===== src/rtl/zjh_vote_ctrl.sv =====
// zjh_vote_ctrl
// Sequential ballot controller for the three-voter majority unit. A start
// pulse opens a voting window of WINDOW clk cycles; each voter's raw "yes"
// key is synchronised and edge-detected, and at most one vote per voter is
// latched. The window closes on timeout or once all three have voted, after
// which the tally and a registered pass/fail verdict are held for display.
//
// Ports
//   clk      in   system clock, rising edge
//   rst_n    in   asynchronous active-low reset
//   start    in   synchronous pulse, opens a ballot (IDLE or RESULT)
//   clear    in   synchronous abort back to IDLE, beats start and keys
//   key_a/b/c in  raw asynchronous active-high voter buttons
//   busy     out  high while the window is open
//   voted    out  latched votes {c,b,a}
//   yes_cnt  out  number of latched votes
//   pass     out  registered verdict (yes_cnt >= 2), valid in RESULT
//   done     out  one-cycle pulse on entry to RESULT
//   remain   out  cycles left in the window, 0 outside VOTING
//
// state     | meaning
// ----------+---------------------------------------------------------
// ST_IDLE   | no ballot; outputs cleared, key edges ignored
// ST_VOTING | window open; latch first edge per voter, count down remain
// ST_RESULT | ballot closed; tally and verdict held until start/clear

module zjh_vote_ctrl #(
    parameter int WINDOW = 1000,
    localparam int CW = $clog2(WINDOW)
) (
    input  logic          clk,
    input  logic          rst_n,
    input  logic          start,
    input  logic          clear,
    input  logic          key_a,
    input  logic          key_b,
    input  logic          key_c,
    output logic          busy,
    output logic [2:0]    voted,
    output logic [1:0]    yes_cnt,
    output logic          pass,
    output logic          done,
    output logic [CW-1:0] remain
);

    typedef enum logic [1:0] {
        ST_IDLE   = 2'd0,
        ST_VOTING = 2'd1,
        ST_RESULT = 2'd2
    } state_t;

    state_t        state, state_nxt;
    logic [2:0]    voted_nxt;
    logic [1:0]    yes_cnt_nxt;
    logic          pass_nxt;
    logic          done_nxt;
    logic [CW-1:0] remain_nxt;

    logic [2:0] key_s1, key_s2, key_s3;
    logic [2:0] key_edge;
    logic [2:0] new_votes;

    // Two-flop synchroniser plus a previous-value flop for edge detection.
    always_ff @(posedge clk or negedge rst_n) begin
        if (!rst_n) begin
            key_s1 <= 3'b000;
            key_s2 <= 3'b000;
            key_s3 <= 3'b000;
        end else begin
            key_s1 <= {key_c, key_b, key_a};
            key_s2 <= key_s1;
            key_s3 <= key_s2;
        end
    end

    assign key_edge  = key_s2 & ~key_s3;
    assign new_votes = key_edge & ~voted;
    assign busy      = (state == ST_VOTING);

    always_ff @(posedge clk or negedge rst_n) begin
        if (!rst_n) begin
            state   <= ST_IDLE;
            voted   <= 3'b000;
            yes_cnt <= 2'd0;
            pass    <= 1'b0;
            done    <= 1'b0;
            remain  <= '0;
        end else begin
            state   <= state_nxt;
            voted   <= voted_nxt;
            yes_cnt <= yes_cnt_nxt;
            pass    <= pass_nxt;
            done    <= done_nxt;
            remain  <= remain_nxt;
        end
    end

    always_comb begin
        state_nxt   = state;
        voted_nxt   = voted;
        yes_cnt_nxt = yes_cnt;
        pass_nxt    = pass;
        done_nxt    = 1'b0;
        remain_nxt  = remain;

        case (state)
            ST_IDLE: begin
                voted_nxt   = 3'b000;
                yes_cnt_nxt = 2'd0;
                pass_nxt    = 1'b0;
                remain_nxt  = '0;
                if (start) begin
                    state_nxt  = ST_VOTING;
                    remain_nxt = CW'(WINDOW - 1);
                end
            end

            ST_VOTING: begin
                voted_nxt   = voted | new_votes;
                yes_cnt_nxt = yes_cnt + 2'(new_votes[0]) + 2'(new_votes[1])
                              + 2'(new_votes[2]);
                // The full-house check uses the registered vote so the
                // third vote is visible for one cycle before RESULT; an edge
                // arriving in the remain==0 cycle still makes the verdict.
                if (remain == '0 || voted == 3'b111) begin
                    state_nxt  = ST_RESULT;
                    done_nxt   = 1'b1;
                    remain_nxt = '0;
                    pass_nxt   = (yes_cnt_nxt >= 2'd2);
                end else begin
                    remain_nxt = remain - 1'b1;
                end
            end

            ST_RESULT: begin
                remain_nxt = '0;
                if (start) begin
                    state_nxt   = ST_VOTING;
                    voted_nxt   = 3'b000;
                    yes_cnt_nxt = 2'd0;
                    pass_nxt    = 1'b0;
                    remain_nxt  = CW'(WINDOW - 1);
                end
            end

            default: begin
                state_nxt   = ST_IDLE;
                voted_nxt   = 3'b000;
                yes_cnt_nxt = 2'd0;
                pass_nxt    = 1'b0;
                remain_nxt  = '0;
            end
        endcase

        if (clear) begin
            state_nxt   = ST_IDLE;
            voted_nxt   = 3'b000;
            yes_cnt_nxt = 2'd0;
            pass_nxt    = 1'b0;
            done_nxt    = 1'b0;
            remain_nxt  = '0;
        end
    end

endmodule


===== config.mk =====
export PLATFORM = sky130hd
export DESIGN_NAME = zjh_vote_ctrl
export DESIGN_NICKNAME = d
export VERILOG_FILES = /design/src/rtl/zjh_vote_ctrl.sv
export SDC_FILE = /design/constraint.sdc
export NUM_CORES = 1
export LEC_CHECK = 0
export ABC_AREA = 0
export CAP_MARGIN = 15
export CORE_UTILIZATION = 25
export DETAILED_ROUTE_END_ITERATION = 8
export GPL_ROUTABILITY_DRIVEN = 1
export SYNTH_ARGS = -nofsm -noshare
export SYNTH_HDL_FRONTEND = slang
export SYNTH_SLANG_ARGS = --single-unit

===== constraint.sdc =====
create_clock -name clk -period 1.95 [get_ports clk]
set_input_delay 0.195 -clock clk [delete_from_list [all_inputs] [get_ports clk]]
set_output_delay 0.195 -clock clk [all_outputs]
set_load 0.05 [all_outputs]

Cell classes on the final placement:
Fill, decap, tap and diode cells in gray.
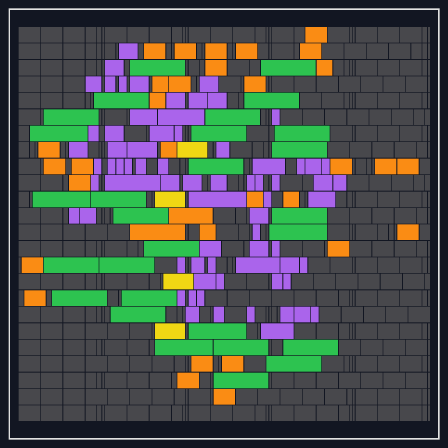
color	class	cells
green	sequential cells	28
purple	combinational and other logic	71
orange	remaining buffers and delay cells	33
yellow	clock drivers and dummy loads	4

Wires at chosen ports, followed through buffers:
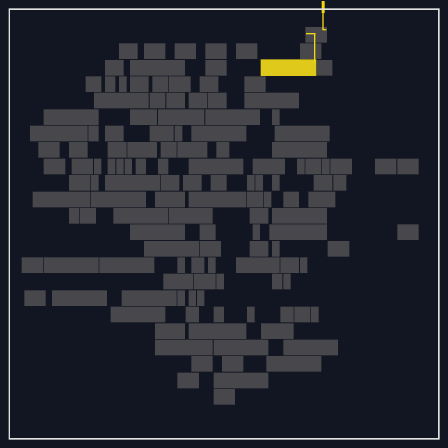
color	port	bits	direction	end cells	buffers	wire
yellow	`done`	1	output	1	1	9.50 um
number of buffers added on ports: 24
number of I/O pins: 25

==> impl_report.txt <==
PHYSICAL IMPLEMENTATION REPORT
----------------------------------------------------
[Global route]
  First-pass GRT wire length ........................ 3.98 mm

[Cells and area]
  Largest register by flop count ........................ remain
  Max reg flops ........................ 10
  Final cell area excluding filler cells ........................ around 1700 um^2

[Clocking]
  Buffer cell driving the clock tree root ........................ sky130_fd_sc_hd__clkbuf_8

[Timing]
  Maximum operating frequency ........................ just over 500 MHz
  Final Hold Slack ........................ 287 ps
  Final Setup Violations ........................ 5
  Max-slew violations ........................ 0
  Clock tree skew after final layout ........................ around 2.9 ps
  Unrepaired setup endpoints after global routing ........................ yes
  Post-layout worst setup margin ........................ -39.5 ps

[Floorplan]
  Number of rows created at floorplan ........................ 24

[Power and ir drop]
  Pwr/cell area ........................ 951 nW/um^2
  Worst-case vdd ir drop ........................ ~0.46 mV

[Route]
  Remaining routing DRC violations ........................ 4
  Iter 0 DRT Violations ........................ 39

[Status]
  Violations in the final reports ........................ DRC, setup timing
  Run status ........................ finished with violations

[Placed design]
  HPWL after detailed placement ........................ between 1.5 and 2 mm
  Gp weighted congestion ........................ between 0.7 and 0.8

----------------------------------------------------
Metal 3:
The bar under the picture is 20 um long.
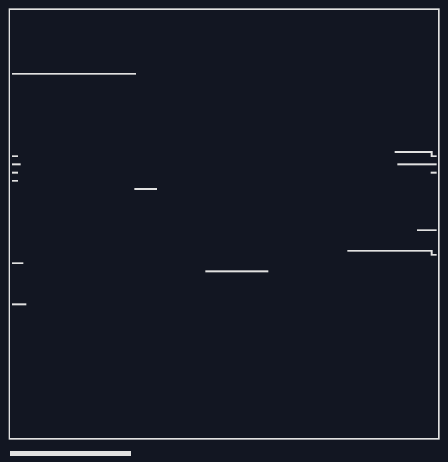
share of all routed wire	3.0%
main direction	horizontal
final WL: 2.43 mm
vias after detailed routing: 861

## where the power goes
part	switching, mW	internal (mW)	total [mW]	leakage (nW)
combinational	0.334	0.246	0.580	0.350
clock	0.174	0.181	0.354	0.0288
sequential	0.0514	0.631	0.682	0.352
## cell usage in the layout (no fill, tap or decap), drive strengths merged
cell | netlist | layout
inv | 10 | 10
nor3 | 1 | 1
or4 | 2 | 2
nand3 | 3 | 3
fa | 1 | 1
o2bb2ai | 1 | 1
nor4b | 1 | 1
xor2 | 1 | 1
nand3b | 1 | 1
nand2 | 9 | 9
clkbuf | 0 | 5
buf | 1 | 8
o21ai | 9 | 9
nor3b | 2 | 2
a21oi | 2 | 2
a31oi | 3 | 3
clkdlybuf4s50 | 0 | 24
o31ai | 2 | 2
o311ai | 1 | 1
or4b | 1 | 1
nor2b | 1 | 1
a22o | 1 | 1
nor2 | 8 | 8
dfrtp | 28 | 28
xnor2 | 7 | 7
nor4 | 2 | 2
ha | 2 | 2
## logic make-up (layout without fill, tap and decap cells)
logic type,count (synthesis),in the layout,synth area share [%]
xor+xnor,8,8,5.93
fa+ha+maj,3,3,3.81
compound gates,19,19,11.2
flops,28,28,59.3
buf+inv,11,47,4.13
simple gates,31,31,15.6
## synth_stat cells
cell type / number
sky130_fd_sc_hd__a22o_1: 1
sky130_fd_sc_hd__nor3_1: 1
sky130_fd_sc_hd__o311ai_4: 1
sky130_fd_sc_hd__fa_1: 1
sky130_fd_sc_hd__nor3b_1: 1
sky130_fd_sc_hd__or4_1: 1
sky130_fd_sc_hd__o21ai_1: 8
sky130_fd_sc_hd__xnor2_1: 7
sky130_fd_sc_hd__inv_1: 10
sky130_fd_sc_hd__nand2_1: 9
sky130_fd_sc_hd__nor4_2: 2
sky130_fd_sc_hd__a31oi_1: 3
sky130_fd_sc_hd__nor3b_2: 1
sky130_fd_sc_hd__ha_1: 2
sky130_fd_sc_hd__nand3_1: 3
sky130_fd_sc_hd__o31ai_1: 2
sky130_fd_sc_hd__nor4b_1: 1
sky130_fd_sc_hd__a21oi_1: 2
sky130_fd_sc_hd__or4_4: 1
sky130_fd_sc_hd__buf_6: 1
sky130_fd_sc_hd__nand3b_1: 1
sky130_fd_sc_hd__nor2b_1: 1
sky130_fd_sc_hd__nor2_1: 8
sky130_fd_sc_hd__o21ai_0: 1
sky130_fd_sc_hd__o2bb2ai_1: 1
sky130_fd_sc_hd__or4b_4: 1
sky130_fd_sc_hd__dfrtp_1: 28
sky130_fd_sc_hd__xor2_1: 1
## layer usage
layer  track usage [%]  vias to the layer above  wire length, um  part of all wire [%]
met5                 0                        -                0                     0
met4              4.67                        0               19                  0.78
met3              2.42                        2               73                   3.0
met2              16.6                       14             1210                    50
met1              12.5                      432             1140                    47
li1                  -                      413                -                     -
## worst max-delay path: stages (launching register included)
cell and delay [ps]:
sky130_fd_sc_hd__dfrtp_2 440, sky130_fd_sc_hd__inv_2 80, sky130_fd_sc_hd__ha_4 140, sky130_fd_sc_hd__or4b_4 500
sky130_fd_sc_hd__o311ai_4 410, sky130_fd_sc_hd__clkbuf_16 220, sky130_fd_sc_hd__o21ai_1 60
No activity file was given, so power comes from the tool's default toggle rates.
